==> config.mk <==
export PLATFORM = sky130hd
export DESIGN_NAME = ins_decoder
export DESIGN_NICKNAME = d
export VERILOG_FILES = /design/src/rtl/ins_decoder.sv
export SDC_FILE = /design/constraint.sdc
export NUM_CORES = 1
export LEC_CHECK = 0
export CAP_MARGIN = 20
export CORE_MARGIN = 1.5
export CORE_UTILIZATION = 25
export DETAILED_ROUTE_END_ITERATION = 8
export PLACE_DENSITY = 0.61
export SLEW_MARGIN = 40
export SYNTH_ARGS = -nofsm -noshare
export SYNTH_HDL_FRONTEND = slang
export SYNTH_SLANG_ARGS = --single-unit
==> constraint.sdc <==
create_clock -name clk -period 2.2 [get_ports clk]
set_input_delay 0.66 -clock clk [delete_from_list [all_inputs] [get_ports clk]]
set_output_delay 0.66 -clock clk [all_outputs]
set_load 0.05 [all_outputs]
Figure 1. Metal 1.
(3 px per um) Supply wires on this layer in gray. Cells faint in the background.
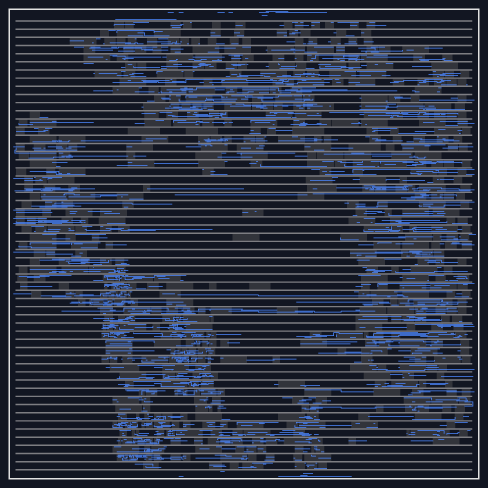
The wires run mostly horizontal. 617 nets have wire on it.
wire length after detailed routing: 16.4 mm
Via Count: 4268
grt met1 use: 0.152

Figure 2. Metal 2.
(3 px per um)
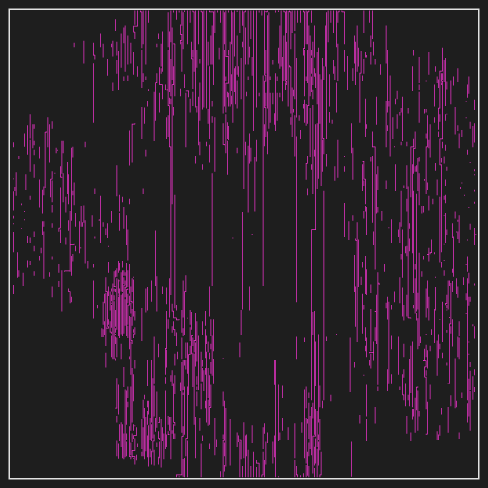
The layer holds 49% of the routed length. The layer carries 8100 um of wire.
met2 layer usage reported by global route: 0.228

==> run summary <==
floorplan row count = 55
dpl cells = 923
cell repeated most along the worst path = buf_4
register-to-register setup slack = 0.10 ns
Tcrit/Tclk final = 0.963
count of cells along the worst register-to-register path = 8
flip-flop and latch area = 3580 um2
post-layout worst setup margin = 0.0825 ns
post-synthesis cell area = 5850 um2
gp weighted congestion = 0.746
fraction of final layout cells with drive strength greater than 1 = 0.203
number of setup violations in the final report = 0
Yosys Warn Count = 0
run status = complete, no violations
endpoint class of the critical path = flop
Post-synth area hogs = dfrtp_1 (61%), mux2_1 (21%), mux2_2 (3.3%), ha_1 (1.9%), buf_2 (1.1%)
slowest CP cell = clkdlybuf4s50_1
count of hold buffers inserted by post-cts repair = 0
cell-by-cell listing of the critical path = clkdlybuf4s50_1 -> buf_4 -> nand2_1 -> nand3_1 -> o21a_1 -> o21ai_0 -> buf_4 -> nand4bb_4 -> o2bb2ai_1
number of global-route vias before repair = 4612
number of H-tree branching levels = 4
cell at the root of the clock tree = clkbuf_16
number of flops mapped to enable cells by yosys = 0
==> area by class of cell <==
class	instances	share of cell area
flip-flops and latches	143	0.391
repair buffers	242	0.250
multi-input cells	225	0.240
clock buffers	18	0.0480
well taps	313	0.0428
clock inverters	14	0.0251
inverters	9	0.00369
==> layer usage <==
layer	vias up	global-route usage	routed length, um
met1	2166	0.152	6810
met4	0	0.0558	323
met3	23	0.0444	1150
met2	165	0.228	8100
met5	-	0	0
li1	1914	-	-
==> what timing repair did <==
item	in CTS	in global routing
pin swaps	2	2
setup buffers	1	2
resized	113	11
setup endpoints to repair	157	54
gates cloned	1	5
==> logic make-up after synthesis <==
logic type	count (synthesis)	synth area share
buffers and inverters	28	0.0214
AOI/OAI and AO/OA	34	0.0436
DFF	143	0.612
other	1	0.000641
xor gates and xnor gates	2	0.00299
adders and majority gates	9	0.0192
and+or+nand+nor	50	0.0526
muxes	129	0.248
==> placed cells by master, fill, tap and decap left out, drive strengths merged, types with 4 or more instances in the layout <==
cell           count
nor2              10
inv               12
dlygate4sd2      109
clkdlybuf4s50     67
clkbuf            21
dfrtp            143
clkinv             6
ha                 9
nand4              4
nand3              5
buf               62
mux2             128
o21ai              6
bufinv             5
nand2             10
==> metrics by stage <==
| step | area [um2] |
|---|---|
| 6_report | 9160 |
| 5_1_grt | 9160 |
| 4_1_cts | 9000 |
| 3_5_place_dp | 8430 |
| 3_3_place_gp | 8430 |
| 2_1_floorplan | 5850 |
==> critical path: cells and delay by family <==
family                 cells  cell delay [ns]
buffers and inverters      3             0.72
AND-OR/OR-AND              3             0.57
AND/OR/NAND/NOR            3             0.51
